File: src/rtl/mmio_pkg.sv
// ----------------------------------------------------------------------------
// mmio_pkg
// Shared definitions for the MMIO GPIO slave.
// - AXI4-Lite field widths and response encodings
// - GPIO register offsets (low address byte only; upstream decodes the window)
// - FSM state enums and the register-select enum
// - decodeOffset(): low address byte -> register select (unaligned -> SEL_NONE)
// - strbMask():     wstrb -> per-bit byte-lane mask
// ----------------------------------------------------------------------------
package mmio_pkg;

    localparam int AXI_ADDR_W   = 32;
    localparam int AXI_DATA_W   = 32;
    localparam int AXI_STRB_W   = AXI_DATA_W / 8;
    localparam int REG_OFFSET_W = 8;

    localparam logic [REG_OFFSET_W-1:0] OFF_OUT      = 8'h00;
    localparam logic [REG_OFFSET_W-1:0] OFF_IN       = 8'h04;
    localparam logic [REG_OFFSET_W-1:0] OFF_IRQ_EN   = 8'h08;
    localparam logic [REG_OFFSET_W-1:0] OFF_IRQ_STAT = 8'h0C;
    localparam logic [REG_OFFSET_W-1:0] OFF_EDGE_SEL = 8'h10;

    localparam logic [1:0] RESP_OKAY   = 2'b00;
    localparam logic [1:0] RESP_SLVERR = 2'b10;

    typedef enum logic {WR_IDLE, WR_RESP} wr_state_t;
    typedef enum logic {RD_IDLE, RD_DATA} rd_state_t;

    typedef enum logic [2:0] {
        SEL_OUT,
        SEL_IN,
        SEL_IRQ_EN,
        SEL_IRQ_STAT,
        SEL_EDGE_SEL,
        SEL_NONE
    } reg_sel_t;

    // Any offset that is not exactly one of the word addresses (including
    // unaligned ones) falls through to SEL_NONE.
    function automatic reg_sel_t decodeOffset(input logic [REG_OFFSET_W-1:0] offset);
        reg_sel_t sel;
        sel = SEL_NONE;
        case (offset)
            OFF_OUT:      sel = SEL_OUT;
            OFF_IN:       sel = SEL_IN;
            OFF_IRQ_EN:   sel = SEL_IRQ_EN;
            OFF_IRQ_STAT: sel = SEL_IRQ_STAT;
            OFF_EDGE_SEL: sel = SEL_EDGE_SEL;
            default:      sel = SEL_NONE;
        endcase
        return sel;
    endfunction

    function automatic logic [AXI_DATA_W-1:0] strbMask(input logic [AXI_STRB_W-1:0] strb);
        logic [AXI_DATA_W-1:0] mask;
        mask = '0;
        for (int b = 0; b < AXI_STRB_W; b++) begin
            mask[8*b +: 8] = {8{strb[b]}};
        end
        return mask;
    endfunction

endpackage

File: src/rtl/mmio_gpio_if.sv
// ----------------------------------------------------------------------------
// mmio_gpio_if
// AXI4-Lite bundle between the upstream mmio controller (master) and the GPIO
// block (slave). Channels: aw, w, b, ar, r with standard signal directions.
// ----------------------------------------------------------------------------
interface mmio_gpio_if;
    import mmio_pkg::*;

    logic [AXI_ADDR_W-1:0] awaddr;
    logic [2:0]            awprot;
    logic                  awvalid;
    logic                  awready;

    logic [AXI_DATA_W-1:0] wdata;
    logic [AXI_STRB_W-1:0] wstrb;
    logic                  wvalid;
    logic                  wready;

    logic [1:0]            bresp;
    logic                  bvalid;
    logic                  bready;

    logic [AXI_ADDR_W-1:0] araddr;
    logic [2:0]            arprot;
    logic                  arvalid;
    logic                  arready;

    logic [AXI_DATA_W-1:0] rdata;
    logic [1:0]            rresp;
    logic                  rvalid;
    logic                  rready;

    modport slave (
        input  awaddr, awprot, awvalid, output awready,
        input  wdata, wstrb, wvalid,    output wready,
        output bresp, bvalid,           input  bready,
        input  araddr, arprot, arvalid, output arready,
        output rdata, rresp, rvalid,    input  rready
    );

    modport master (
        output awaddr, awprot, awvalid, input  awready,
        output wdata, wstrb, wvalid,    input  wready,
        input  bresp, bvalid,           output bready,
        output araddr, arprot, arvalid, input  arready,
        input  rdata, rresp, rvalid,    output rready
    );

endinterface

File: src/rtl/gpio_sync_edge.sv
// ----------------------------------------------------------------------------
// gpio_sync_edge
// Multi-flop synchronizer for a vector of asynchronous pins, plus (when the
// GPIO_IRQ_EN macro is defined) a one-cycle rising/falling edge detector on
// the synchronized value.
// Ports:
//   aclk, arst_n : clock, async active-low reset
//   i_pins       : asynchronous pin vector
//   o_sync       : pins after STAGES flops
//   o_rise/o_fall: single-cycle edge pulses (tied 0 without GPIO_IRQ_EN)
// ----------------------------------------------------------------------------
module gpio_sync_edge #(
    parameter int WIDTH  = 9,
    parameter int STAGES = 2
) (
    input  logic             aclk,
    input  logic             arst_n,
    input  logic [WIDTH-1:0] i_pins,
    output logic [WIDTH-1:0] o_sync,
    output logic [WIDTH-1:0] o_rise,
    output logic [WIDTH-1:0] o_fall
);

    logic [WIDTH-1:0] r_stage [STAGES];

    // Plain shift chain; stage 0 is the only flop that can go metastable.
    always_ff @(posedge aclk or negedge arst_n) begin
        if (!arst_n) begin
            for (int i = 0; i < STAGES; i++) begin
                r_stage[i] <= '0;
            end
        end else begin
            r_stage[0] <= i_pins;
            for (int i = 1; i < STAGES; i++) begin
                r_stage[i] <= r_stage[i-1];
            end
        end
    end

    assign o_sync = r_stage[STAGES-1];

`ifdef GPIO_IRQ_EN
    logic [WIDTH-1:0] r_prev;

    // Remember last cycle's synchronized value so edges can be spotted.
    always_ff @(posedge aclk or negedge arst_n) begin
        if (!arst_n) begin
            r_prev <= '0;
        end else begin
            r_prev <= o_sync;
        end
    end

    assign o_rise = o_sync & ~r_prev;
    assign o_fall = ~o_sync & r_prev;
`else
    assign o_rise = '0;
    assign o_fall = '0;
`endif

endmodule

File: src/rtl/mmio_gpio.sv
// ----------------------------------------------------------------------------
// mmio_gpio
// AXI4-Lite GPIO slave: OUT (RW), IN (RO, synchronized), IRQ_EN (RW),
// IRQ_STAT (W1C), EDGE_SEL (RW, 1=rising). Only addr[7:0] is decoded.
// Optional feature macro: GPIO_IRQ_EN (edge interrupts). Without it the IRQ
// registers read 0, ignore writes, and irq is tied low.
// Ports:
//   aclk, arst_n : clock, async active-low reset
//   S_AXI        : AXI4-Lite slave (mmio_gpio_if.slave)
//   in_ports     : asynchronous input pins
//   out_ports    : OUT register
//   irq          : registered level interrupt
// ----------------------------------------------------------------------------
module mmio_gpio
    import mmio_pkg::*;
#(
    parameter int NUM_PORTS   = 9,
    parameter int SYNC_STAGES = 2
) (
    input  logic                 aclk,
    input  logic                 arst_n,
    mmio_gpio_if.slave           S_AXI,
    input  logic [NUM_PORTS-1:0] in_ports,
    output logic [NUM_PORTS-1:0] out_ports,
    output logic                 irq
);

    wr_state_t r_wrState, w_wrNext;
    rd_state_t r_rdState, w_rdNext;

    logic                    r_awReady, r_wReady, r_arReady;
    logic                    r_awCap, r_wCap;
    logic [REG_OFFSET_W-1:0] r_awAddr;
    logic                    r_awProtNs;
    logic [AXI_DATA_W-1:0]   r_wData;
    logic [AXI_STRB_W-1:0]   r_wStrb;
    logic [1:0]              r_bresp;
    logic [AXI_DATA_W-1:0]   r_rdata;
    logic [1:0]              r_rresp;
    logic [NUM_PORTS-1:0]    r_outReg;

    logic                    w_awFire, w_wFire, w_arFire;
    logic                    w_awCapNext, w_wCapNext, w_wrCommit;
    logic [REG_OFFSET_W-1:0] w_wrAddr;
    logic                    w_wrProtNs;
    logic [AXI_DATA_W-1:0]   w_wrData;
    logic [AXI_STRB_W-1:0]   w_wrStrb;
    reg_sel_t                w_wrSel, w_rdSel;
    logic                    w_wrErr;
    logic [AXI_DATA_W-1:0]   w_mask;
    logic [NUM_PORTS-1:0]    w_maskN, w_dataN;
    logic [AXI_DATA_W-1:0]   w_rdValue;
    logic [1:0]              w_rdResp;
    logic [NUM_PORTS-1:0]    w_syncIn, w_rise, w_fall;
    logic [NUM_PORTS-1:0]    w_irqEn, w_irqStat, w_edgeSel;
    logic                    w_unusedBits;

    gpio_sync_edge #(
        .WIDTH  (NUM_PORTS),
        .STAGES (SYNC_STAGES)
    ) u_syncEdge (
        .aclk   (aclk),
        .arst_n (arst_n),
        .i_pins (in_ports),
        .o_sync (w_syncIn),
        .o_rise (w_rise),
        .o_fall (w_fall)
    );

    // Write channel: AW and W may arrive in either order or together. A
    // channel handshaking this cycle is used directly so a same-cycle pair
    // commits without an extra stall.
    always_comb begin
        w_awFire    = S_AXI.awvalid && r_awReady;
        w_wFire     = S_AXI.wvalid && r_wReady;
        w_awCapNext = r_awCap | w_awFire;
        w_wCapNext  = r_wCap | w_wFire;
        w_wrAddr    = w_awFire ? S_AXI.awaddr[REG_OFFSET_W-1:0] : r_awAddr;
        w_wrProtNs  = w_awFire ? S_AXI.awprot[1] : r_awProtNs;
        w_wrData    = w_wFire ? S_AXI.wdata : r_wData;
        w_wrStrb    = w_wFire ? S_AXI.wstrb : r_wStrb;
        w_wrNext    = r_wrState;
        w_wrCommit  = 1'b0;
        case (r_wrState)
            WR_IDLE: begin
                if (w_awCapNext && w_wCapNext) begin
                    w_wrNext   = WR_RESP;
                    w_wrCommit = 1'b1;
                end
            end
            WR_RESP: begin
                if (S_AXI.bready) begin
                    w_wrNext = WR_IDLE;
                end
            end
            default: w_wrNext = WR_IDLE;
        endcase
    end

    // IN is read-only, so writing it is reported as an error like a hole.
    always_comb begin
        w_wrSel = decodeOffset(w_wrAddr);
        w_wrErr = w_wrProtNs || (w_wrSel == SEL_NONE) || (w_wrSel == SEL_IN);
        w_mask  = strbMask(w_wrStrb);
        w_maskN = w_mask[NUM_PORTS-1:0];
        w_dataN = w_wrData[NUM_PORTS-1:0] & w_maskN;
    end

    // Ready flags are registered from the next state so they are low in reset
    // and fall on the same edge that captures their channel.
    always_ff @(posedge aclk or negedge arst_n) begin
        if (!arst_n) begin
            r_wrState  <= WR_IDLE;
            r_awReady  <= 1'b0;
            r_wReady   <= 1'b0;
            r_awCap    <= 1'b0;
            r_wCap     <= 1'b0;
            r_awAddr   <= '0;
            r_awProtNs <= 1'b0;
            r_wData    <= '0;
            r_wStrb    <= '0;
            r_bresp    <= RESP_OKAY;
        end else begin
            r_wrState <= w_wrNext;
            r_awReady <= (w_wrNext == WR_IDLE) && !w_awCapNext;
            r_wReady  <= (w_wrNext == WR_IDLE) && !w_wCapNext;
            r_awCap   <= w_wrCommit ? 1'b0 : w_awCapNext;
            r_wCap    <= w_wrCommit ? 1'b0 : w_wCapNext;
            if (w_awFire) begin
                r_awAddr   <= S_AXI.awaddr[REG_OFFSET_W-1:0];
                r_awProtNs <= S_AXI.awprot[1];
            end
            if (w_wFire) begin
                r_wData <= S_AXI.wdata;
                r_wStrb <= S_AXI.wstrb;
            end
            if (w_wrCommit) begin
                r_bresp <= w_wrErr ? RESP_SLVERR : RESP_OKAY;
            end
        end
    end

    // OUT updates on the commit edge, so out_ports changes with bvalid.
    always_ff @(posedge aclk or negedge arst_n) begin
        if (!arst_n) begin
            r_outReg <= '0;
        end else if (w_wrCommit && !w_wrErr && (w_wrSel == SEL_OUT)) begin
            r_outReg <= (r_outReg & ~w_maskN) | w_dataN;
        end
    end

`ifdef GPIO_IRQ_EN
    logic [NUM_PORTS-1:0] r_irqEn, r_irqStat, r_edgeSel;
    logic [NUM_PORTS-1:0] w_statClr, w_edges;
    logic                 r_irq;

    assign w_edges   = (w_rise & r_edgeSel) | (w_fall & ~r_edgeSel);
    assign w_statClr = (w_wrCommit && !w_wrErr && (w_wrSel == SEL_IRQ_STAT)) ? w_dataN : '0;

    // A new edge wins over a simultaneous W1C because it is OR-ed in last.
    always_ff @(posedge aclk or negedge arst_n) begin
        if (!arst_n) begin
            r_irqEn   <= '0;
            r_irqStat <= '0;
            r_edgeSel <= '0;
            r_irq     <= 1'b0;
        end else begin
            if (w_wrCommit && !w_wrErr && (w_wrSel == SEL_IRQ_EN)) begin
                r_irqEn <= (r_irqEn & ~w_maskN) | w_dataN;
            end
            if (w_wrCommit && !w_wrErr && (w_wrSel == SEL_EDGE_SEL)) begin
                r_edgeSel <= (r_edgeSel & ~w_maskN) | w_dataN;
            end
            r_irqStat <= (r_irqStat & ~w_statClr) | w_edges;
            r_irq     <= |(r_irqStat & r_irqEn);
        end
    end

    assign w_irqEn   = r_irqEn;
    assign w_irqStat = r_irqStat;
    assign w_edgeSel = r_edgeSel;
    assign irq       = r_irq;
`else
    logic w_unusedEdges;
    assign w_unusedEdges = ^{w_rise, w_fall};
    assign w_irqEn   = '0;
    assign w_irqStat = '0;
    assign w_edgeSel = '0;
    assign irq       = 1'b0;
`endif

    // Read path: data and response are latched at the AR handshake and held
    // unchanged until rready.
    always_comb begin
        w_arFire  = S_AXI.arvalid && r_arReady;
        w_rdSel   = decodeOffset(S_AXI.araddr[REG_OFFSET_W-1:0]);
        w_rdValue = '0;
        w_rdResp  = RESP_OKAY;
        case (w_rdSel)
            SEL_OUT:      w_rdValue = AXI_DATA_W'(r_outReg);
            SEL_IN:       w_rdValue = AXI_DATA_W'(w_syncIn);
            SEL_IRQ_EN:   w_rdValue = AXI_DATA_W'(w_irqEn);
            SEL_IRQ_STAT: w_rdValue = AXI_DATA_W'(w_irqStat);
            SEL_EDGE_SEL: w_rdValue = AXI_DATA_W'(w_edgeSel);
            default:      w_rdResp  = RESP_SLVERR;
        endcase
        w_rdNext = r_rdState;
        case (r_rdState)
            RD_IDLE: if (w_arFire) w_rdNext = RD_DATA;
            RD_DATA: if (S_AXI.rready) w_rdNext = RD_IDLE;
            default: w_rdNext = RD_IDLE;
        endcase
    end

    always_ff @(posedge aclk or negedge arst_n) begin
        if (!arst_n) begin
            r_rdState <= RD_IDLE;
            r_arReady <= 1'b0;
            r_rdata   <= '0;
            r_rresp   <= RESP_OKAY;
        end else begin
            r_rdState <= w_rdNext;
            r_arReady <= (w_rdNext == RD_IDLE);
            if (w_arFire) begin
                r_rdata <= w_rdValue;
                r_rresp <= w_rdResp;
            end
        end
    end

    assign S_AXI.awready = r_awReady;
    assign S_AXI.wready  = r_wReady;
    assign S_AXI.bvalid  = (r_wrState == WR_RESP);
    assign S_AXI.bresp   = r_bresp;
    assign S_AXI.arready = r_arReady;
    assign S_AXI.rvalid  = (r_rdState == RD_DATA);
    assign S_AXI.rdata   = r_rdata;
    assign S_AXI.rresp   = r_rresp;
    assign out_ports     = r_outReg;

    assign w_unusedBits = ^{S_AXI.awaddr[AXI_ADDR_W-1:REG_OFFSET_W], S_AXI.awprot[2], S_AXI.awprot[0],
                            S_AXI.araddr[AXI_ADDR_W-1:REG_OFFSET_W], S_AXI.arprot, w_wrData, w_mask};

endmodule

File: src/flat_wrapper.sv
// flat-port wrapper written by rule: the top's interface ports become plain ports
module mmio_gpio_flat import mmio_pkg::*;
#(
    parameter int NUM_PORTS   = 9,
    parameter int SYNC_STAGES = 2
)
  (aclk, arst_n, in_ports, out_ports, irq, S_AXI_awaddr, S_AXI_awprot, S_AXI_awvalid, S_AXI_awready, S_AXI_wdata, S_AXI_wstrb, S_AXI_wvalid, S_AXI_wready, S_AXI_bresp, S_AXI_bvalid, S_AXI_bready, S_AXI_araddr, S_AXI_arprot, S_AXI_arvalid, S_AXI_arready, S_AXI_rdata, S_AXI_rresp, S_AXI_rvalid, S_AXI_rready);
  mmio_gpio_if S_AXI_i ();
  input  logic aclk;
  input  logic arst_n;
  input  logic [NUM_PORTS-1:0] in_ports;
  output logic [NUM_PORTS-1:0] out_ports;
  output logic irq;
  input wire logic [$bits(S_AXI_i.awaddr)-1:0] S_AXI_awaddr;
  input wire logic [$bits(S_AXI_i.awprot)-1:0] S_AXI_awprot;
  input wire logic [$bits(S_AXI_i.awvalid)-1:0] S_AXI_awvalid;
  output wire logic [$bits(S_AXI_i.awready)-1:0] S_AXI_awready;
  input wire logic [$bits(S_AXI_i.wdata)-1:0] S_AXI_wdata;
  input wire logic [$bits(S_AXI_i.wstrb)-1:0] S_AXI_wstrb;
  input wire logic [$bits(S_AXI_i.wvalid)-1:0] S_AXI_wvalid;
  output wire logic [$bits(S_AXI_i.wready)-1:0] S_AXI_wready;
  output wire logic [$bits(S_AXI_i.bresp)-1:0] S_AXI_bresp;
  output wire logic [$bits(S_AXI_i.bvalid)-1:0] S_AXI_bvalid;
  input wire logic [$bits(S_AXI_i.bready)-1:0] S_AXI_bready;
  input wire logic [$bits(S_AXI_i.araddr)-1:0] S_AXI_araddr;
  input wire logic [$bits(S_AXI_i.arprot)-1:0] S_AXI_arprot;
  input wire logic [$bits(S_AXI_i.arvalid)-1:0] S_AXI_arvalid;
  output wire logic [$bits(S_AXI_i.arready)-1:0] S_AXI_arready;
  output wire logic [$bits(S_AXI_i.rdata)-1:0] S_AXI_rdata;
  output wire logic [$bits(S_AXI_i.rresp)-1:0] S_AXI_rresp;
  output wire logic [$bits(S_AXI_i.rvalid)-1:0] S_AXI_rvalid;
  input wire logic [$bits(S_AXI_i.rready)-1:0] S_AXI_rready;
  assign S_AXI_i.awaddr = S_AXI_awaddr;
  assign S_AXI_i.awprot = S_AXI_awprot;
  assign S_AXI_i.awvalid = S_AXI_awvalid;
  assign S_AXI_awready = S_AXI_i.awready;
  assign S_AXI_i.wdata = S_AXI_wdata;
  assign S_AXI_i.wstrb = S_AXI_wstrb;
  assign S_AXI_i.wvalid = S_AXI_wvalid;
  assign S_AXI_wready = S_AXI_i.wready;
  assign S_AXI_bresp = S_AXI_i.bresp;
  assign S_AXI_bvalid = S_AXI_i.bvalid;
  assign S_AXI_i.bready = S_AXI_bready;
  assign S_AXI_i.araddr = S_AXI_araddr;
  assign S_AXI_i.arprot = S_AXI_arprot;
  assign S_AXI_i.arvalid = S_AXI_arvalid;
  assign S_AXI_arready = S_AXI_i.arready;
  assign S_AXI_rdata = S_AXI_i.rdata;
  assign S_AXI_rresp = S_AXI_i.rresp;
  assign S_AXI_rvalid = S_AXI_i.rvalid;
  assign S_AXI_i.rready = S_AXI_rready;
  mmio_gpio #(.NUM_PORTS(NUM_PORTS), .SYNC_STAGES(SYNC_STAGES)) u_core (.aclk(aclk), .arst_n(arst_n), .S_AXI(S_AXI_i), .in_ports(in_ports), .out_ports(out_ports), .irq(irq));
endmodule
File: config.mk
export PLATFORM = sky130hd
export DESIGN_NAME = mmio_gpio_flat
export DESIGN_NICKNAME = d
export VERILOG_FILES = /design/src/rtl/mmio_pkg.sv /design/src/rtl/mmio_gpio_if.sv /design/src/rtl/gpio_sync_edge.sv /design/src/rtl/mmio_gpio.sv /design/src/flat_wrapper.sv
export SDC_FILE = /design/constraint.sdc
export NUM_CORES = 1
export LEC_CHECK = 0
export CAP_MARGIN = 20
export CORE_ASPECT_RATIO = 0.75
export CORE_UTILIZATION = 41
export CTS_BUF_LIST = sky130_fd_sc_hd__clkbuf_8
export DETAILED_ROUTE_END_ITERATION = 16
export PLACE_DENSITY = 0.84
export SKIP_LAST_GASP = 1
export SLEW_MARGIN = 10
export SYNTH_ARGS = -nofsm -noshare
export SYNTH_HDL_FRONTEND = slang
export SYNTH_HIERARCHICAL = 1
export SYNTH_SLANG_ARGS = --single-unit
File: constraint.sdc
create_clock -name aclk -period 3.5 [get_ports aclk]
set_input_delay 1.05 -clock aclk [delete_from_list [all_inputs] [get_ports aclk]]
set_output_delay 1.05 -clock aclk [all_outputs]
set_load 0.05 [all_outputs]
==> impl_metrics.py, run 1 <==
# Synthesis and PnR figures
metrics = {
    "outcome": {
        "outcome": "completed",
    },
    "grt": {
        "antenna_found_initial": 0,
        "grt_start_max_net_pins": 66,
        "grt_pass1_vias": 1660,
        "grt_pass1_wl_um": 8017,
        "grt.overflow.total": 0,
        "grtUsageTotal_pct": 16.04,
    },
    "timing": {
        "slew_violations": 0,
        "finalSetupTns_ps": 0,
        "rsz0062_at_grt": "no",
        "max-slew-margin-rel_pct": 47.21,
        "hold_viol": 0,
        "fmax_mhz": 322.3,
        "period_used_pct": 88.64,
        "holdWs_ps": 348.1,
        "worstMarginPinSlew_ps": 791.9,
        "finalSetupViolations": 0,
        "fin_crit_ps": 3102,
        "postLayoutSetupSlackWorst_ps": 397.6,
    },
    "worst_hold_path": {
        "hold_start": "u_core/u_syncEdge/r_stage[13]",
        "hold_class": "register to register",
    },
    "layout": {
        "layout_top_cell": "clkdlybuf4s50_1",
        "post_route_cells_drive_above_1_share_pct": 17.08,
        "areaGrowthSynthToFinish_pct": 31.28,
        "final_area_sq_mm": 0.003550,
        "layout_top_cells": "clkdlybuf4s50_1, dfrtp_1, mux2_2, conb_1, nand2_1",
        "nets": 399,
        "antenna_cells": 0,
        "n_fill_cell": 541,
    },
    "synth": {
        "synth_area_sq_mm": 0.002704,
        "ys_warn_count": 6,
        "syn_area_per_cell_sq_um": 13.00,
        "syn_inst": 208,
    },
    "clock_network": {
        "post_cts_buffers": 0,
        "clock_path_buffers": 2,
        "htreeDepth": 3,
        "path_clk_slew_ps": 70,
        "cts-root-buf": "clkbuf_8",
        "cts_resized": 0,
        "cts_tree": "done",
        "cts_hold_buf": 0,
        "clock_sinks": 65,
    },
    "power_and_ir_drop": {
        "vdd_drop_max_uv": 319.0,
        "powerDensity_mw_per_mm2": 645.7,
        "swShare_pct": 30.56,
        "comb_power_share_pct": 27.3,
        "power.internal_uw": 1591,
        "leakage_uw": 0.001592,
        "p_seq_share_pct": 43.9,
        "p_switching_uw": 700.5,
    },
    "place": {
        "place.gp.congestion": 0.7199,
        "dp_hpwl_um": 3606,
        "portBuffers": 68,
        "post-place-ws_ps": 43.91,
        "post_dp_cell_area_sq_mm": 0.003336,
    },
    "setup_path": {
        "startpoint": "S_AXI_awaddr[6]",
        "cp_cell_sequence": "clkdlybuf4s50_1 -> or3_1 -> or4_1 -> a2111oi_4 -> buf_12 -> mux2_2",
        "crit_fanout": 8,
        "max_stage_delay_ps": 510,
        "rrSetupSlack_ps": 1290,
        "critPathBufInv": 2,
        "path_class": "primary input to register",
        "required_ps": 3710,
        "worstPathArrival_ps": 3320,
        "reg2reg_from": "u_core/S_AXI.awready",
        "path_delay_family": "simple AND/OR/NAND/NOR gates",
        "critPathCaptureType": "register",
        "startpoint_type": "primary input",
        "slowest_stage": "or4_1",
    },
    "routing": {
        "drtAntennaViolNets": 0,
        "drc": 0,
        "via_count": 1681,
        "vias_per_cell": 4.644,
        "drt-initial-drc-count": 89,
        "wire_per_inst_um": 13.94,
        "totalWireLength_um": 5047,
        "first_pass_iters": 4,
    },
    "floorplan": {
        "num_io_pins": 173,
        "fp-row-count": 25,
        "coreArea_sq_mm": 0.006350,
        "die_h_um": 72.33,
        "dieWidth_um": 95.77,
        "fp_util_pct": 42.58,
        "die-area_sq_mm": 0.006927,
    },
    "job": {
        "warnings": 104,
        "drv_cap": 0,
    },
}
-- run 1: stage by stage --
step,utilization [%],std cells,power (uW)
after floorplan,-,233,1474
after global placement,52.53,347,1624
after detailed placement,52.53,347,1649
after CTS,55.90,362,2320
after global routing,55.90,362,2429
final,55.90,362,2292
-- run 1: layout make-up --
| cell class | count | area [sq um] | area share (%) |
|---|---|---|---|
| Inverter | 1 | 3.754 | 0.1057 |
| Clock buffer | 13 | 178.9 | 5.041 |
| Sequential cell | 65 | 1627 | 45.82 |
| Multi-Input combinational cell | 129 | 893.4 | 25.17 |
| Timing Repair Buffer | 71 | 710.7 | 20.02 |
| Clock inverter | 2 | 35.03 | 0.9870 |
| Tap cell | 81 | 101.3 | 2.855 |
-- run 1: final timing paths --
kind	endpoint	cells past startpoint
hold reg to reg	u_core/u_syncEdge/o_sync[4]	0
min in group asynchronous	u_core/S_AXI.rvalid	2
setup reg to reg	register	5
max in group asynchronous	async pin	2
hold / removal	u_core/u_syncEdge/o_sync[4]	0
setup / recovery	register	6
-- run 1: per-layer routing --
layer | GRT usage, % | up-vias | part of all wire, %
li1 | - | 804 | -
met1 | 19.33 | 818 | 43
met2 | 26.19 | 52 | 50
met3 | 5.556 | 7 | 5.8
met4 | 6.965 | 0 | 1.1
met5 | 0 | - | 0
-- run 1: power groups by stage --
stage / clock (uW) / sequential, uW / combinational [uW]
6_report: 661 / 1010 / 625
5_1_grt: 722 / 1030 / 678
4_1_cts: 681 / 1010 / 631
3_5_place_dp: 0 / 1020 / 629
3_3_place_gp: 0 / 1010 / 613
2_1_floorplan: 0 / 1100 / 377
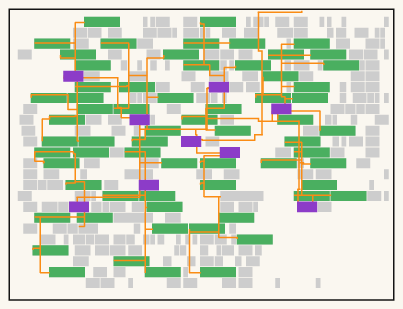
**Above:** run 1 (clock network drawn from the DEF).
(4 px per um)
orange -> clock wires  # length 764 um
green -> flip-flops  # count 65
purple -> clock-net drivers  # count 9
routed clock nets = 10
Worst-Skew Late Latency: 330 ps
clk_skew: 5.273 ps
clock power share: 28.9%

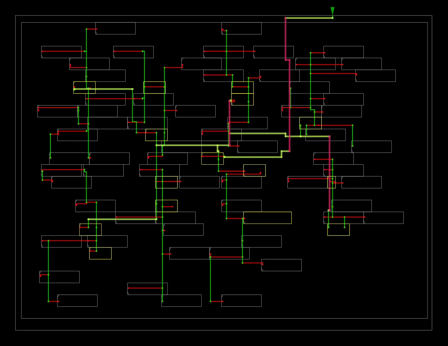
**Above:** run 1 (clock wiring as the flow saved it).
TritonCTS Buffers: 9
clock buf count: 13

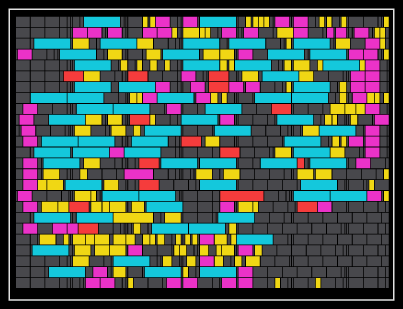
**Above:** run 1 (cells colored by class).
(4 px per um) Fill, decap, tap and diode cells in gray.
red -> clock drivers and dummy loads  # cells 15, share of their area 6.2%
yellow -> remaining logic cells  # cells 130, share of their area 26%
cyan -> registers  # cells 65, share of their area 47%
magenta -> remaining buffers and delay cells  # cells 71, share of their area 21%

**Run 1: wires at chosen ports, followed through buffers**

(4 px per um)
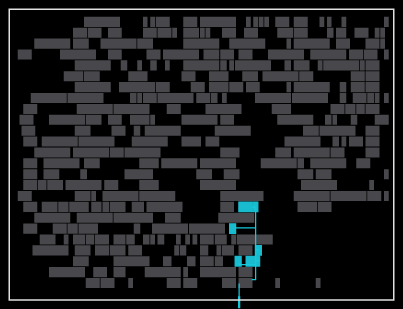

==> run 1 -> run 2 <==
- CORE_UTILIZATION: 41 -> 40
- CTS_BUF_LIST: sky130_fd_sc_hd__clkbuf_8 -> sky130_fd_sc_hd__clkbuf_16
- PLACE_DENSITY: 0.84 -> 0.83
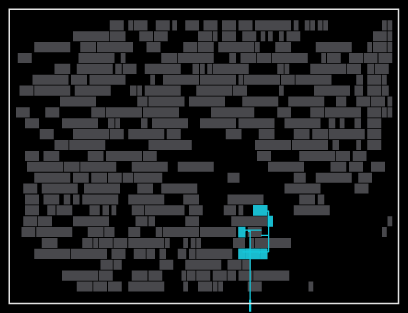
**Above:** run 2 (wires at chosen ports, followed through buffers).
(4 px per um)
cyan -> `S_AXI_wvalid`  # bits 1, direction input, end cells 6, buffers 1, wire 41.7 um

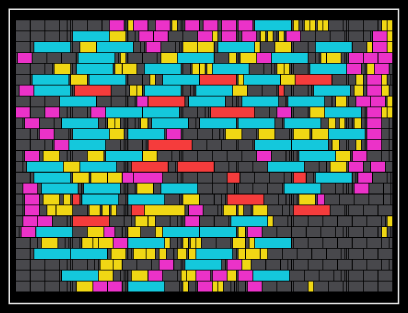
**Above:** run 2 (cells colored by class).
(4 px per um) Fill, decap, tap and diode cells in gray.
red -> clock drivers and dummy loads  # cells 16, share of their area 9.0%
magenta -> remaining buffers and delay cells  # cells 72, share of their area 20%
yellow -> remaining logic cells  # cells 130, share of their area 25%
cyan -> registers  # cells 65, share of their area 46%
sequential cell area share: 44.40%
row count: 25
Finished Core Util: 57.13%
Core Footprint: 0.006412 sq mm
fin area: 0.003664 sq mm

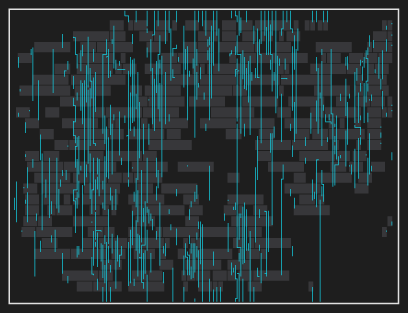
**Above:** run 2 (the metal 2 layer).
(4 px per um)
main direction = vertical
share of all routed wire = 48%
longest straight run = 31.6 um
wire length on this layer = 2,600 um
nets with wire on the layer = 291
total number of vias: 1,727
met2 usage in global routing: 27.07%

==> run 2 against run 1 <==
Effect of this change:
- critical path depth did not move
- worst hold slack got worse by 2.2 ps
- utilization is 1.2 points higher
- clock-buffer cell count fell by 4
- die size increased by 2.4%
- register-to-register slack worse by 20 ps
- non-clock buffer count grew 1
- maximum frequency shrank 0.43%
==> impl_metrics.py, run 2 <==
# Synthesis and PnR figures
metrics = {
    "floorplan": {
        "num_io_pins": 173,
        "fp_util_pct": 42.17,
        "die-area_sq_mm": 0.007096,
        "dieWidth_um": 96.94,
        "die_h_um": 73.20,
    },
    "layout": {
        "areaGrowthSynthToFinish_pct": 35.49,
        "register_area_sq_mm": 0.001627,
        "post_route_cells_drive_above_1_share_pct": 17.31,
        "layout_top_cells": "clkdlybuf4s50_1, dfrtp_1, mux2_2, conb_1, nand2_1",
        "layout_top_cell": "clkdlybuf4s50_1",
        "nets": 400,
        "instances_no_fill": 364,
        "n_fill_cell": 521,
        "antenna_cells": 0,
        "comb_area_sq_um": 893.4,
    },
    "routing": {
        "drt-initial-drc-count": 38,
        "first_pass_iters": 4,
        "drc": 0,
        "vias_per_cell": 4.745,
        "drtAntennaViolNets": 0,
        "totalWireLength_um": 5370,
        "wire_per_inst_um": 14.75,
    },
    "clock_network": {
        "cts_resized": 0,
        "cts_hold_buf": 0,
        "post_cts_buffers": 0,
        "clock_path_buffers": 2,
        "cts-root-buf": "clkbuf_16",
        "path_clk_slew_ps": 50,
        "clock_latency_ps": 320,
        "htreeDepth": 3,
        "clock_sinks": 65,
        "cts_buffers": 9,
        "cts_tree": "done",
    },
    "timing": {
        "fin_crit_ps": 3116,
        "period_used_pct": 89.02,
        "max-slew-margin-rel_pct": 51.59,
        "fmax_mhz": 321.0,
        "finalSetupViolations": 0,
        "slew_violations": 0,
        "rsz0062_at_grt": "no",
        "worstMarginPinSlew_ps": 726.1,
        "finalSetupTns_ps": 0,
        "hold_viol": 0,
        "holdWs_ps": 345.9,
        "clock_skew_ps": 4.294,
    },
    "setup_path": {
        "cp_cell_sequence": "clkdlybuf4s50_1 -> or3_1 -> or4_1 -> a2111oi_4 -> buf_12 -> mux2_2",
        "path_class": "primary input to register",
        "crit_fanout": 8,
        "required_ps": 3710,
        "startpoint_type": "primary input",
        "worstPathArrival_ps": 3320,
        "max_stage_delay_ps": 510,
        "path_delay_family": "simple AND/OR/NAND/NOR gates",
        "slowest_stage": "or4_1",
        "critPathCaptureType": "register",
        "critPathBufInv": 2,
    },
    "synth": {
        "syn_area_per_cell_sq_um": 13.00,
        "synth_area_sq_mm": 0.002704,
        "ys_warn_count": 6,
        "syn_inst": 208,
    },
    "power_and_ir_drop": {
        "leakage_uw": 0.001642,
        "vdd_drop_max_uv": 327.7,
        "powerDensity_mw_per_mm2": 706.0,
    },
    "place": {
        "place.gp.congestion": 0.7153,
        "place_inst": 348,
        "portBuffers": 68,
        "dp_hpwl_um": 3793,
        "post_dp_cell_area_sq_mm": 0.003343,
    },
    "grt": {
        "grtUsageTotal_pct": 16.85,
        "grt_start_max_net_pins": 35,
        "antenna_found_initial": 0,
        "grt_pass1_wl_um": 8783,
        "grt.overflow.total": 0,
        "grt_pass1_vias": 1732,
    },
    "worst_hold_path": {
        "hold_class": "register to register",
    },
    "job": {
        "warnings": 104,
        "drv_cap": 0,
    },
    "outcome": {
        "outcome": "completed",
    },
}
-- run 2: layout make-up --
| type | count | area share [%] |
|---|---|---|
| Sequential cell | 65 | 44.40 |
| Multi-Input combinational cell | 129 | 24.39 |
| Timing Repair Buffer | 72 | 19.60 |
| Clock buffer | 9 | 6.148 |
| Tap cell | 81 | 2.766 |
| Clock inverter | 7 | 2.596 |
| Inverter | 1 | 0.1025 |
-- run 2: where the power goes --
group / total, uW / internal, uW / switching [uW]
Clock: 943 / 622 / 321
Combinational: 631 / 273 / 358
Sequential: 1010 / 919 / 93.0
Total: 2590 / 1810 / 773
-- run 2: path summary, 6_finish.rpt --
kind / start / endpoint / slack [ps] / depth (start not counted)
min in group asynchronous: arst_n / u_core/u_syncEdge/r_stage[12] / 780 / 1
max in group asynchronous: arst_n / u_core/u_syncEdge/r_stage[11] / 1970 / 2
setup reg to reg: u_core/S_AXI.awready / register / 1270 / 5
setup / recovery: S_AXI_awaddr[6] / register / 380 / 6
hold / removal: u_core/u_syncEdge/r_stage[16] / u_core/u_syncEdge/o_sync[7] / 350 / 0
hold reg to reg: u_core/u_syncEdge/r_stage[16] / u_core/u_syncEdge/o_sync[7] / 350 / 0
-- run 2: through the flow --
| step | setup WS (ps) | total power (uW) |
|---|---|---|
| after floorplan | 547.2 | 1474 |
| after global placement | 81.73 | 1629 |
| after detailed placement | 66.59 | 1656 |
| after CTS | 395.7 | 2608 |
| after global routing | 247.7 | 2717 |
| final | 384.3 | 2586 |
-- run 2: routing by layer --
layer,up-vias,part of all wire (%),GRT usage [%]
li1,807,-,-
met1,853,43,20.22
met2,58,48,27.07
met3,9,6.7,7.759
met4,0,1.5,5.970
met5,-,0,0
Power is estimated from default activity; no workload was simulated.
